<file path="src/rtl/demux_rr_scheduler_if.sv">
// Producer/consumer bundle for the round-robin demux scheduler.
// The slave modport is the scheduler side; master is the environment side.
interface demux_rr_scheduler_if #(
    parameter int DATA_W = 8,
    parameter int NUM_CH = 4,
    parameter int SEL_W  = 2
);
    logic [NUM_CH-1:0]        en_mask;
    logic [DATA_W-1:0]        in_data;
    logic                     in_valid;
    logic                     in_ready;
    logic [NUM_CH*DATA_W-1:0] out_data;
    logic [NUM_CH-1:0]        out_valid;
    logic [NUM_CH-1:0]        out_ready;
    logic [SEL_W-1:0]         cur_sel;
    logic                     busy;

    modport slave (
        input  en_mask,
        input  in_data,
        input  in_valid,
        input  out_ready,
        output in_ready,
        output out_data,
        output out_valid,
        output cur_sel,
        output busy
    );

    modport master (
        output en_mask,
        output in_data,
        output in_valid,
        output out_ready,
        input  in_ready,
        input  out_data,
        input  out_valid,
        input  cur_sel,
        input  busy
    );
endinterface

</file>
<file path="src/rtl/demux_rr_scheduler.sv">
// Round-robin scheduler for a 1xN demux: one-word buffer, fair rotation
// over the enabled channels, word held until its channel accepts it.
module demux_rr_scheduler #(
    parameter int DATA_W = 8,
    parameter int NUM_CH = 4,
    parameter int SEL_W  = 2
) (
    input logic                clk,
    input logic                rst_n,
    demux_rr_scheduler_if.slave bus
);

    typedef enum logic {
        S_IDLE = 1'b0,
        S_HOLD = 1'b1
    } state_t;

    state_t              r_state;
    state_t              w_state_nxt;
    logic [SEL_W-1:0]    r_rr_ptr;
    logic [SEL_W-1:0]    w_rr_ptr_nxt;
    logic [SEL_W-1:0]    r_cur_sel;
    logic [SEL_W-1:0]    w_cur_sel_nxt;
    logic [DATA_W-1:0]   r_buf;
    logic [DATA_W-1:0]   w_buf_nxt;
    logic [SEL_W-1:0]    w_base;
    logic [SEL_W-1:0]    w_target;
    logic                w_any_en;
    logic                w_deliver;
    logic                w_in_ready;
    logic                w_accept;

    assign w_any_en   = |bus.en_mask;
    assign w_deliver  = (r_state == S_HOLD) && bus.out_ready[r_cur_sel];
    assign w_in_ready = w_any_en &&
                        ((r_state == S_IDLE) || bus.out_ready[r_cur_sel]);
    assign w_accept   = bus.in_valid && w_in_ready;

    // A back-to-back accept searches from the pointer as it will be
    // after this delivery, so rotation stays fair under full throughput.
    assign w_base = w_deliver ? (r_cur_sel + SEL_W'(1)) : r_rr_ptr;

    always_comb begin : target_search
        logic [SEL_W-1:0] idx;
        w_target = '0;
        idx      = '0;
        for (int k = NUM_CH - 1; k >= 0; k--) begin
            idx = w_base + SEL_W'(k);
            if (bus.en_mask[idx]) begin
                w_target = idx;
            end
        end
    end

    always_ff @(posedge clk or negedge rst_n) begin
        if (!rst_n) begin
            r_state   <= S_IDLE;
            r_rr_ptr  <= '0;
            r_cur_sel <= '0;
            r_buf     <= '0;
        end else begin
            r_state   <= w_state_nxt;
            r_rr_ptr  <= w_rr_ptr_nxt;
            r_cur_sel <= w_cur_sel_nxt;
            r_buf     <= w_buf_nxt;
        end
    end

    always_comb begin
        w_state_nxt   = r_state;
        w_rr_ptr_nxt  = r_rr_ptr;
        w_cur_sel_nxt = r_cur_sel;
        w_buf_nxt     = r_buf;
        unique case (r_state)
            S_IDLE: begin
                if (w_accept) begin
                    w_buf_nxt     = bus.in_data;
                    w_cur_sel_nxt = w_target;
                    w_state_nxt   = S_HOLD;
                end
            end
            S_HOLD: begin
                if (w_deliver) begin
                    w_rr_ptr_nxt = r_cur_sel + SEL_W'(1);
                    if (w_accept) begin
                        w_buf_nxt     = bus.in_data;
                        w_cur_sel_nxt = w_target;
                    end else begin
                        w_state_nxt = S_IDLE;
                    end
                end
            end
            default: begin
                w_state_nxt = S_IDLE;
            end
        endcase
    end

    // Demux decode: only the targeted lane carries the word, others read 0.
    always_comb begin
        bus.out_valid = '0;
        bus.out_data  = '0;
        for (int i = 0; i < NUM_CH; i++) begin
            if ((r_state == S_HOLD) && (r_cur_sel == SEL_W'(i))) begin
                bus.out_valid[i]                = 1'b1;
                bus.out_data[i*DATA_W +: DATA_W] = r_buf;
            end
        end
    end

    assign bus.in_ready = w_in_ready;
    assign bus.cur_sel  = r_cur_sel;
    assign bus.busy     = (r_state == S_HOLD);

endmodule

</file>
<file path="src/flat_wrapper.sv">
// flat-port wrapper written by rule: the top's interface ports become plain ports
module demux_rr_scheduler_flat 
#(
    parameter int DATA_W = 8,
    parameter int NUM_CH = 4,
    parameter int SEL_W  = 2
)
  (clk, rst_n, bus_en_mask, bus_in_data, bus_in_valid, bus_out_ready, bus_in_ready, bus_out_data, bus_out_valid, bus_cur_sel, bus_busy);
  demux_rr_scheduler_if #(.DATA_W(DATA_W), .NUM_CH(NUM_CH), .SEL_W(SEL_W)) bus_i ();
  input logic clk;
  input logic rst_n;
  input wire logic [$bits(bus_i.en_mask)-1:0] bus_en_mask;
  input wire logic [$bits(bus_i.in_data)-1:0] bus_in_data;
  input wire logic [$bits(bus_i.in_valid)-1:0] bus_in_valid;
  input wire logic [$bits(bus_i.out_ready)-1:0] bus_out_ready;
  output wire logic [$bits(bus_i.in_ready)-1:0] bus_in_ready;
  output wire logic [$bits(bus_i.out_data)-1:0] bus_out_data;
  output wire logic [$bits(bus_i.out_valid)-1:0] bus_out_valid;
  output wire logic [$bits(bus_i.cur_sel)-1:0] bus_cur_sel;
  output wire logic [$bits(bus_i.busy)-1:0] bus_busy;
  assign bus_i.en_mask = bus_en_mask;
  assign bus_i.in_data = bus_in_data;
  assign bus_i.in_valid = bus_in_valid;
  assign bus_i.out_ready = bus_out_ready;
  assign bus_in_ready = bus_i.in_ready;
  assign bus_out_data = bus_i.out_data;
  assign bus_out_valid = bus_i.out_valid;
  assign bus_cur_sel = bus_i.cur_sel;
  assign bus_busy = bus_i.busy;
  demux_rr_scheduler #(.DATA_W(DATA_W), .NUM_CH(NUM_CH), .SEL_W(SEL_W)) u_core (.clk(clk), .rst_n(rst_n), .bus(bus_i));
endmodule
</file>
<file path="config.mk">
export PLATFORM = sky130hd
export DESIGN_NAME = demux_rr_scheduler_flat
export DESIGN_NICKNAME = d
export VERILOG_FILES = /design/src/rtl/demux_rr_scheduler_if.sv /design/src/rtl/demux_rr_scheduler.sv /design/src/flat_wrapper.sv
export SDC_FILE = /design/constraint.sdc
export NUM_CORES = 1
export LEC_CHECK = 0
export ABC_AREA = 0
export CORE_MARGIN = 4
export CORE_UTILIZATION = 33
export DETAILED_ROUTE_END_ITERATION = 16
export HOLD_SLACK_MARGIN = 0.15
export MAX_ROUTING_LAYER = met4
export PLACE_DENSITY = 0.76
export SLEW_MARGIN = 20
export SYNTH_ARGS = -nofsm -noshare
export SYNTH_HDL_FRONTEND = slang
export SYNTH_SLANG_ARGS = --single-unit
</file>
<file path="constraint.sdc">
create_clock -name clk -period 1.8 [get_ports clk]
set_input_delay 0.36 -clock clk [delete_from_list [all_inputs] [get_ports clk]]
set_output_delay 0.36 -clock clk [all_outputs]
set_load 0.03 [all_outputs]
</file>
==> flow_summary_export.csv <==
group,metric,value,unit
critical_path,worst_r2r_startpoint,"u_core.bus.cur_sel[0]$_DFFE_PN0P_",
logic_synthesis,syn-num-nets,122,
critical_path,reg2reg_to,"u_core.bus.cur_sel[0]$_DFFE_PN0P_",
job,warnings,32,
clocking,cts_max_level,1,
logic_synthesis,postSynthCellCount,99,
global_route,grt_pass1_wl,4.850,mm
critical_path,worstPathRequired,1440,ps
floorplan,dieArea,0.003813,mm²
logic_synthesis,synth-edff-count,0,
clocking,cts_tree,"built",
route,vias_per_cell,5.187,
critical_path,crit_arrival,1560,ps
critical_path,crit_cells,5,
route,dr.pass1.iters,4,
placed_design,placed_area,0.001587,mm²
critical_path,path_cells,"mux4_2 -> nand2b_4 -> inv_2 -> nor2_2 -> buf_6",
final_timing,fin_ws,-124.7,ps
logic_synthesis,ys_types,31,
critical_path,max_stage_delay,540,ps
clocking,ctsResizeCount,47,
global_route,met1_usage,0.2084,
clocking,cts_sinks,13,
logic_synthesis,synth.area.top_cells,"dfrtp_1 34%, and3_1 21%, mux2_1 8.3%",
logic_synthesis,ys_area,953.4,µm²
logic_synthesis,synth_async_sr_flop_share,1.000,
layout,inverters,5,
power_and_ir_drop,p_comb_frac,0.766,
clocking,clk_pin_slew,80,ps
power_and_ir_drop,p_int,1.635,mW
clocking,postCtsHoldBufs,0,
global_route,grt_remaining_overflow,0,
layout,lay_top_count,"buf_4",
placed_design,numPortBuffers,58,
final_timing,final-setup-viol-count,31,
floorplan,n_tap_cell,31,
final_timing,drv_slew,0,
route,vias,1053,
layout,layout.nets,196,
outcome,status,"complete, but fails checks",
critical_path,reg2regPathDepth,6,
logic_synthesis,synth_area_leader_cell,"dfrtp_1",
placed_design,hpwl,2.304,mm
final_timing,worst_clock_skew,1.982,ps
layout,antenna_cells,0,
outcome,violations,"setup timing",
layout,fill_cells,238,
layout,comb.multi_input.count,76,
critical_path,worstSetupEndpointType,"output port",
[sequential cells by signal, indices dropped and copies added, names as in the netlist]
name                count
u_core.bus.busy         1
u_core.bus.cur_sel      2
u_core.r_buf            8
u_core.r_rr_ptr         2
[power by group through the flow]
stage / Clock (mW) / Combinational (mW) / Sequential [mW]
5_1_grt: 0.209 / 2.60 / 0.586
3_3_place_gp: 0 / 2.06 / 0.548
6_report: 0.186 / 2.44 / 0.559
4_1_cts: 0.189 / 2.35 / 0.553
2_1_floorplan: 0 / 1.27 / 0.627
3_5_place_dp: 0 / 2.08 / 0.556
[cell usage after synthesis (all sizes together) (2+ instances only)]
master  instances
nand2           2
and3           33
inv             5
ha              4
mux2            9
a31oi           2
dfrtp          13
and2            5
o21ai           2
clkbuf          4
a21o            2
[per-stage QoR]
| stage | worst slack [ps] | util | total power [mW] | instances | hold slack, ps |
|---|---|---|---|---|---|
| 5_1_grt | -188.7 | 0.6534 | 3.399 | 203 | 331.0 |
| 6_report | -124.7 | 0.6534 | 3.186 | 203 | 328.4 |
| 4_1_cts | -131.9 | 0.6384 | 3.096 | 201 | 327.8 |
| 3_3_place_gp | -712.4 | 0.5753 | 2.608 | 195 | 535.0 |
| 3_5_place_dp | -755.3 | 0.5753 | 2.640 | 195 | 549.0 |
| 2_1_floorplan | -83.53 | - | 1.898 | 99 | 64.41 |
[per-layer routing]
layer / up-vias / share of wire / wire, µm
met5: - / 0 / 0
met4: 0 / 0.023 / 74
met3: 6 / 0.092 / 292
met2: 53 / 0.49 / 1565
met1: 479 / 0.39 / 1252
li1: 515 / - / -
[cells by family after synthesis]
group,synth area share
simple gates,0.3189
mux,0.1404
fa+ha+maj,0.05250
buf+inv,0.04331
compound gates,0.1037
flops,0.3412
Cells colored by class:
The bar under the picture is 20 µm long.
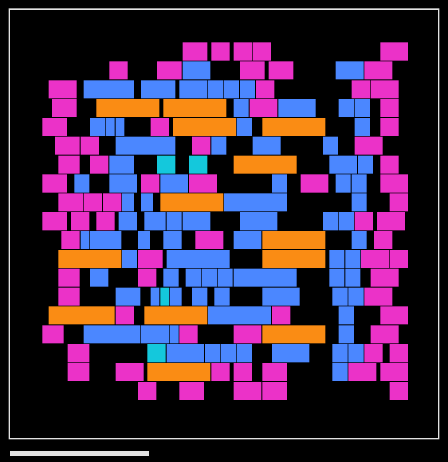
legend:
  cyan:
    class: clock drivers and dummy loads
    cells: 4
  orange:
    class: flops
    cells: 13
  blue:
    class: combinational and other logic
    cells: 81
  magenta:
    class: other buffers and delay cells
    cells: 74
design area: 0.001802 mm²
flop share of the area: 0.1812
Placement Rows: 19
Finished Core Util: 0.6534
core area: 0.002758 mm²

Register map, names as in the netlist:
Other sequential cells in the stronger gray, the rest of the logic in the fainter gray.
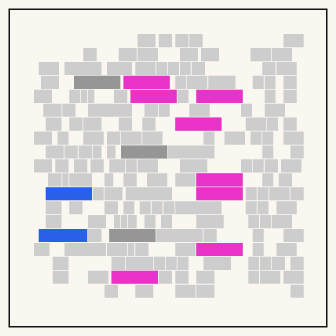
legend:
  magenta:
    netlist_name: u_core.r_buf
    flops: 8
  blue:
    netlist_name: u_core.bus.cur_sel
    flops: 2
not colored: 3
Flop area: 326.6 µm²
seq pwr: 0.559 mW

Routing congestion:
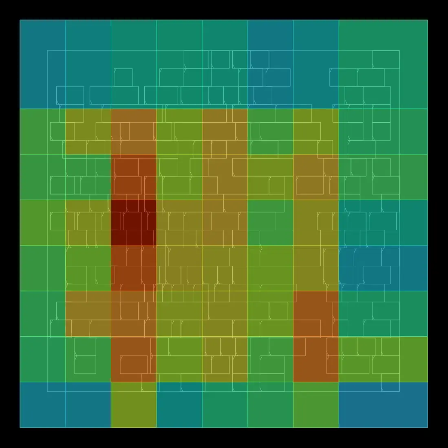
drt wl/cell: 15.68 µm
GR Util met2: 0.2930
GR peak layer: met2

Power and IR drop assume default switching activity.
